<file path="config.mk">
export PLATFORM = sky130hd
export DESIGN_NAME = snac_string_fetch
export DESIGN_NICKNAME = d
export VERILOG_FILES = /design/src/rtl/snac_string_fetch.sv
export SDC_FILE = /design/constraint.sdc
export NUM_CORES = 1
export LEC_CHECK = 0
export CORE_MARGIN = 2
export CORE_UTILIZATION = 49
export CTS_CLUSTER_DIAMETER = 100
export CTS_CLUSTER_SIZE = 16
export DETAILED_ROUTE_END_ITERATION = 12
export GPL_ROUTABILITY_DRIVEN = 0
export PLACE_DENSITY = 0.77
export SYNTH_ARGS = -nofsm -noshare
export SYNTH_HDL_FRONTEND = slang
export SYNTH_SLANG_ARGS = --single-unit
</file>
<file path="constraint.sdc">
create_clock -name clk -period 2.7 [get_ports clk]
set_clock_uncertainty 0.15 [all_clocks]
set_input_delay 0.675 -clock clk [delete_from_list [all_inputs] [get_ports clk]]
set_output_delay 0.675 -clock clk [all_outputs]
set_load 0.005 [all_outputs]
</file>
<file path="src/rtl/snac_string_fetch.sv">
// Copies one 32-byte string from the SNAC string ROM into the debug-display
// character buffer: one write per cycle, stopping at NUL or space-padding the field.
module snac_string_fetch #(
  parameter int STR_LEN = 32,
  parameter int NUM_STR = 21,
  parameter int DST_AW  = 11
) (
  input  logic              clk,
  input  logic              reset,
  input  logic              start,
  input  logic [4:0]        str_idx,
  input  logic [DST_AW-1:0] dst_addr,
  input  logic              pad_en,
  output logic              busy,
  output logic              done,
  output logic              err,
  output logic [9:0]        rom_addr,
  input  logic [7:0]        rom_data,
  output logic              wr_en,
  output logic [DST_AW-1:0] wr_addr,
  output logic [7:0]        wr_data
);

  localparam logic [4:0] LAST_POS  = 5'(STR_LEN - 1);
  localparam logic [4:0] NUM_STR_W = 5'(NUM_STR);
  localparam logic [7:0] PAD_CHAR  = 8'h20;

  typedef enum logic [1:0] {
    ST_IDLE  = 2'd0,
    ST_PRIME = 2'd1,
    ST_COPY  = 2'd2,
    ST_PAD   = 2'd3
  } state_t;

  state_t            state_q, state_d;
  logic [DST_AW-1:0] dst_q, dst_d;
  logic              pad_q, pad_d;
  logic [4:0]        wpos_q, wpos_d;
  logic [9:0]        rom_addr_q, rom_addr_d;
  logic              busy_q, busy_d;
  logic              done_q, done_d;
  logic              err_q, err_d;
  logic              wr_en_q, wr_en_d;
  logic [DST_AW-1:0] wr_addr_q, wr_addr_d;
  logic [7:0]        wr_data_q, wr_data_d;
  logic              wr_req_s;
  logic [7:0]        wr_byte_s;

  function automatic logic [DST_AW-1:0] char_addr(input logic [DST_AW-1:0] base,
                                                  input logic [4:0]        pos);
    char_addr = base + {{(DST_AW-5){1'b0}}, pos};
  endfunction

  // Next-state, ROM address sequencing and write generation
  always_comb begin
    state_d    = state_q;
    dst_d      = dst_q;
    pad_d      = pad_q;
    wpos_d     = wpos_q;
    rom_addr_d = rom_addr_q;
    done_d     = 1'b0;
    err_d      = 1'b0;
    wr_en_d    = 1'b0;
    wr_addr_d  = wr_addr_q;
    wr_data_d  = wr_data_q;
    wr_req_s   = 1'b0;
    wr_byte_s  = PAD_CHAR;

    // Prefetch runs one byte ahead of wpos and must never leave the string.
    if (state_q != ST_IDLE) begin
      if (rom_addr_q[4:0] != LAST_POS) begin
        rom_addr_d = rom_addr_q + 10'd1;
      end else begin
        rom_addr_d = rom_addr_q;
      end
    end else begin
      rom_addr_d = rom_addr_q;
    end

    case (state_q)
      ST_IDLE: begin
        if (start) begin
          if (str_idx < NUM_STR_W) begin
            dst_d      = dst_addr;
            pad_d      = pad_en;
            wpos_d     = 5'd0;
            rom_addr_d = {str_idx, 5'd0};
            state_d    = ST_PRIME;
          end else begin
            err_d = 1'b1;
          end
        end else begin
          state_d = ST_IDLE;
        end
      end
      ST_PRIME: begin
        state_d = ST_COPY;
      end
      ST_COPY: begin
        if (rom_data != 8'h00) begin
          wr_req_s  = 1'b1;
          wr_byte_s = rom_data;
        end else if (pad_q) begin
          wr_req_s  = 1'b1;
          wr_byte_s = PAD_CHAR;
          state_d   = ST_PAD;
        end else begin
          done_d  = 1'b1;
          state_d = ST_IDLE;
        end
      end
      ST_PAD: begin
        wr_req_s  = 1'b1;
        wr_byte_s = PAD_CHAR;
      end
      default: begin
        state_d = ST_IDLE;
      end
    endcase

    if (wr_req_s) begin
      wr_en_d   = 1'b1;
      wr_addr_d = char_addr(dst_q, wpos_q);
      wr_data_d = wr_byte_s;
      wpos_d    = wpos_q + 5'd1;
      if (wpos_q == LAST_POS) begin
        done_d  = 1'b1;
        state_d = ST_IDLE;
      end else begin
        done_d = done_d;
      end
    end else begin
      wr_en_d = 1'b0;
    end

    busy_d = (state_d != ST_IDLE);
  end

  // State and registered outputs
  always_ff @(posedge clk or posedge reset) begin
    if (reset) begin
      state_q    <= ST_IDLE;
      dst_q      <= '0;
      pad_q      <= 1'b0;
      wpos_q     <= 5'd0;
      rom_addr_q <= 10'd0;
      busy_q     <= 1'b0;
      done_q     <= 1'b0;
      err_q      <= 1'b0;
      wr_en_q    <= 1'b0;
      wr_addr_q  <= '0;
      wr_data_q  <= 8'h00;
    end else begin
      state_q    <= state_d;
      dst_q      <= dst_d;
      pad_q      <= pad_d;
      wpos_q     <= wpos_d;
      rom_addr_q <= rom_addr_d;
      busy_q     <= busy_d;
      done_q     <= done_d;
      err_q      <= err_d;
      wr_en_q    <= wr_en_d;
      wr_addr_q  <= wr_addr_d;
      wr_data_q  <= wr_data_d;
    end
  end

  assign busy     = busy_q;
  assign done     = done_q;
  assign err      = err_q;
  assign rom_addr = rom_addr_q;
  assign wr_en    = wr_en_q;
  assign wr_addr  = wr_addr_q;
  assign wr_data  = wr_data_q;

endmodule
</file>
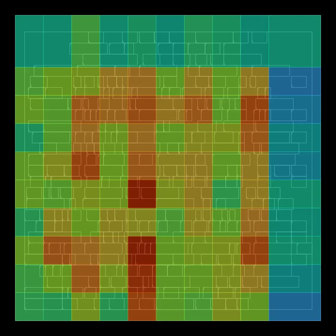
congestion.png
grt met2 use: 35.9%
final core occ: 69.9%

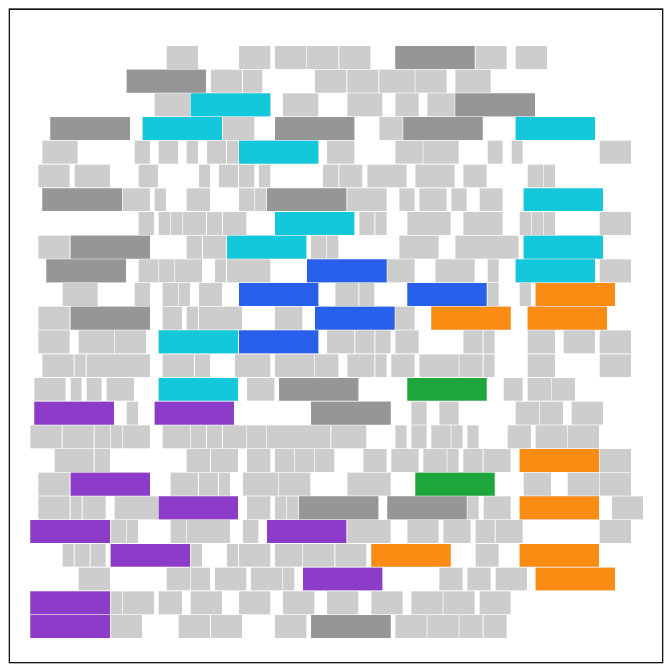
flops_by_reg.png
Other sequential cells in the stronger gray, the rest of the logic in the fainter gray.
[orange] wr_data | flops: 8
[purple] rom_addr | flops: 10 | where: south-west
[blue] wpos_q | flops: 5 | where: center
[cyan] wr_addr | flops: 11
[green] state_q | flops: 2

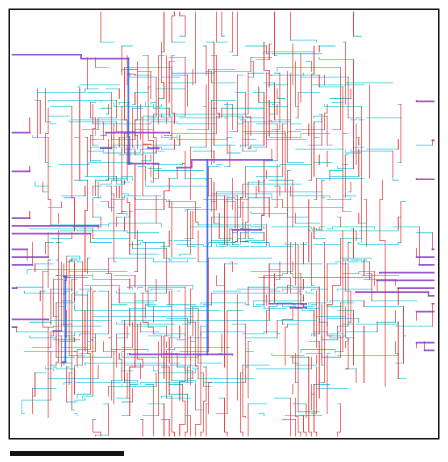
wires.png
The bar under the picture is 20 µm long.
[red] metal 2 | wire length: 2,710 µm
[blue] metal 4 | wire length: 67.3 µm
[purple] metal 3 | wire length: 210 µm
[cyan] metal 1 | wire length: 2,290 µm
WL final: 5280 µm
gr usage total: 20.4%
Avg WL per Cell: 14.4 µm
Via Count: 2,033

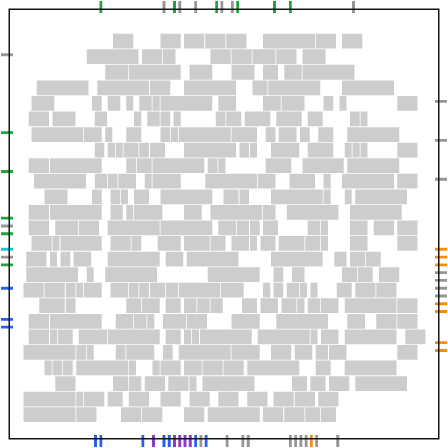
io_placement.png
Pins as bars across the die edge, other pins in gray.
[orange] wr_data | pins: 8 | direction: output | edge: 7 east, 1 south
[blue] rom_addr | pins: 10 | direction: output | edge: 7 south, 3 west
[cyan] reset | pins: 1 | direction: input | edge: west
[green] dst_addr | pins: 11 | direction: input | edge: 6 north, 5 west
[purple] str_idx | pins: 5 | direction: input | edge: south
all pins by edge: 23 south, 14 east, 12 west, 12 north
die height: 74.8 µm
IO Port Bufs: 60
Die X: 74.8 µm

==> metrics.csv <==
stage,metric,value,unit
run_status,status,"finished, final reports clean",
cts,Post-CTS Repair Setup Buffers,0,
worst_setup_path,FF-to-FF End,wr_addr[10]$_DFFE_PP0P_,
power_and_ir_drop,clock power share,11.8,%
sta,fin crit share,93.4,%
cells_and_area,layout cells sized above 1,14.7,%
worst_setup_path,CP Capture Type,register,
cells_and_area,area grow syn2layout,36.1,%
worst_setup_path,Setup CP Type,input pin to register,
power_and_ir_drop,Clock group,0.000458,W
worst_setup_path,Setup crit start,rom_data[4],
cells_and_area,inverters,5,
cells_and_area,Comb area share,32.9,%
power_and_ir_drop,Comb pwr share,49.8,%
yosys,Dominant cell area share,53.0,%
yosys,post-synth cell types,45,
sta,Fmax,396,MHz
worst_setup_path,register-to-register setup slack,0.36,ns
worst_hold_path,Worst Hold Class,register to register,
cells_and_area,NonClk Buf Share,22.3,%
sta,Max Slew Vio Count,0,
sta,Slew @ Worst Pin,0.499,ns
place,"Cell Area, Placed",3250,µm²
power_and_ir_drop,internal power,0.00246,W
cells_and_area,nets,336,
worst_setup_path,CP Launch Type,input pin,
detailed_routing,antenna-violating nets left,0,
floorplanning,core box area,4790,µm²
yosys,"Avg Cell Area, Syn",11.1,µm²
cells_and_area,"commonest non-fill, non-tap cells in the layout","60 x clkdlybuf4s50_1, 52 x dfrtp_1, 20 x nand2_1",
yosys,Largest cells by area,"dfrtp_1 53%, mux2_2 6.0%, ha_1 4.1%, a22o_1 3.6%, nand2_1 3.1%",
worst_hold_path,HP Start,wr_addr[1]$_DFFE_PP0P_,
yosys,cell count in the Yosys report,222,
cells_and_area,logic area,1100,µm²
sta,hold_ws,0.331,ns
detailed_routing,DR DRC count,0,
power_and_ir_drop,Final Power,0.00389,W
yosys,Synth top cells by count,"52 x dfrtp_1, 20 x nand2_1, 17 x nor2_1, 13 x mux2_2, 13 x o21ai_0",
yosys,Post-synth EDFFs,0,
worst_setup_path,Worst Path Required,2.74,ns
cells_and_area,Top cell excl fill/tap,clkdlybuf4s50_1,
cts,CTS buffer count,5,
floorplanning,Row Count,25,
cells_and_area,non-clock buffer count,76,
sta,setup TNS,0,ns
yosys,Synth Warn #,0,
floorplanning,Tapcells,67,
yosys,Post-synth seq share,53.0,%
yosys,async set-reset flop share out of synthesis,100,%
detailed_routing,drt first pass iters,4,
worst_setup_path,Levels on crit path,6,
floorplanning,Top Ports,61,
grt,first-pass GRT wire length,8800,µm
yosys,"area leader, netlist",dfrtp_1,
cells_and_area,final cell count without fillers,367,
worst_hold_path,Worst Hold End,wr_addr[1]$_DFFE_PP0P_,
cells_and_area,clock buf count,7,
worst_setup_path,slowest cell on the critical path,or4_1,
worst_setup_path,worst setup path endpoint,wpos_q[2]$_DFFE_PP0P_,
cells_and_area,ClkCell Share,2.81,%
yosys,Floorplan Nets,259,
worst_setup_path,Crit path largest cell delay,0.59,ns
floorplanning,FP Core Util,51.3,%
cells_and_area,Comb gates,159,
grt,GRT overflow,0,
grt,vias in the first global route,1968,
sta,Final Worst Setup Slack,0.177,ns
worst_setup_path,worst reg2reg path depth,6,
cells_and_area,Seq area share,38.9,%
power_and_ir_drop,switching power,0.00143,W
sta,RSZ-0062 raised after global routing,false,
run,tool warnings,26,
yosys,Synth Cell Area,2460,µm²
place,Place WS,-0.147,ns
power_and_ir_drop,Power Combinational,0.00194,W
cts,CTS tree,yes,
yosys,Synth Instances,222,
power_and_ir_drop,P per Cell Area,1160,nW/µm²
worst_setup_path,WP buf/inv,2,
sta,final setup fails,0,
yosys,most used flip-flop cell,dfrtp_1,
cts,CTS Root Cell,clkbuf_8,
cts,hold buffers post-CTS,0,
power_and_ir_drop,Leak Pwr,1.44,nW
cells_and_area,Seq cells,52,
sta,Max-slew headroom,66.3,%
power_and_ir_drop,VDD IR max,0.000800,V
worst_setup_path,CP Max Fanout,7,
yosys,"flops & latches, synth",52,
power_and_ir_drop,Biggest consumer,combinational cells,
power_and_ir_drop,seq pwr,0.00149,W
cts,clock transition at the registers of the reported paths,0.09,ns
detailed_routing,detail-routed via count per cell,5.54,
worst_setup_path,family with the most delay on the worst path,simple AND/OR/NAND/NOR gates,
cts,Latency at later pin,0.30,ns
grt,largest net degree at the start of global routing,53,
worst_setup_path,WP data arrival,2.57,ns
sta,"Min Clock Period, post-route",2.52,ns
power_and_ir_drop,sw frac,36.7,%
cts,CTS sink cnt,52,
worst_setup_path,reg-to-reg startpoint,wpos_q[0]$_DFFE_PP0P_,
cts,Max H-tree Level,2,
run,max_cap viols,0,
cells_and_area,# fillers,384,
detailed_routing,drt first-iter violations,91,
worst_setup_path,worst-path cell chain,clkdlybuf4s50_1 > or4_1 > o31ai_2 > buf_4 > nor3b_1 > a211o_1,
yosys,most frequent cell after synthesis,dfrtp_1,
place,placed cell count,359,
yosys,yosys stat chip area,2460,µm²
cells_and_area,design area,3340,µm²
floorplanning,chip area,5600,µm²
cells_and_area,FF/Latch Area,1300,µm²
grt,initial antenna violation count,0,
place,DP Wirelength,3990,µm
cells_and_area,largest class,sequential cells,
cells_and_area,Antenna diodes,0,
cts,clk buf depth,2,
worst_hold_path,WHS Path Cells,2,
cts,# resized after CTS,0,
sta,Final Hold Viols,0,
power_and_ir_drop,register share of total power,38.4,%
## routing by layer
| layer | part of all wire [%] | vias to the layer above | GRT usage (%) |
|---|---|---|---|
| met2 | 51 | 46 | 35.9 |
| met1 | 43 | 1004 | 25.5 |
| met5 | 0 | - | 0 |
| met3 | 4.0 | 6 | 4.28 |
| li1 | - | 977 | - |
| met4 | 1.3 | 0 | 5.95 |
## kinds of logic (layout without fill, tap and decap cells)
family | Yosys count | in the layout | synth area share, %
simple gates | 69 | 69 | 14.2
compound gates | 62 | 62 | 17.6
fa+ha+maj | 9 | 9 | 4.89
xor+xnor | 5 | 5 | 1.78
mux | 14 | 14 | 6.37
buf+inv | 11 | 89 | 2.24
flops | 52 | 52 | 53.0
Power figures rest on the tool's default switching activity, not on a simulated workload.
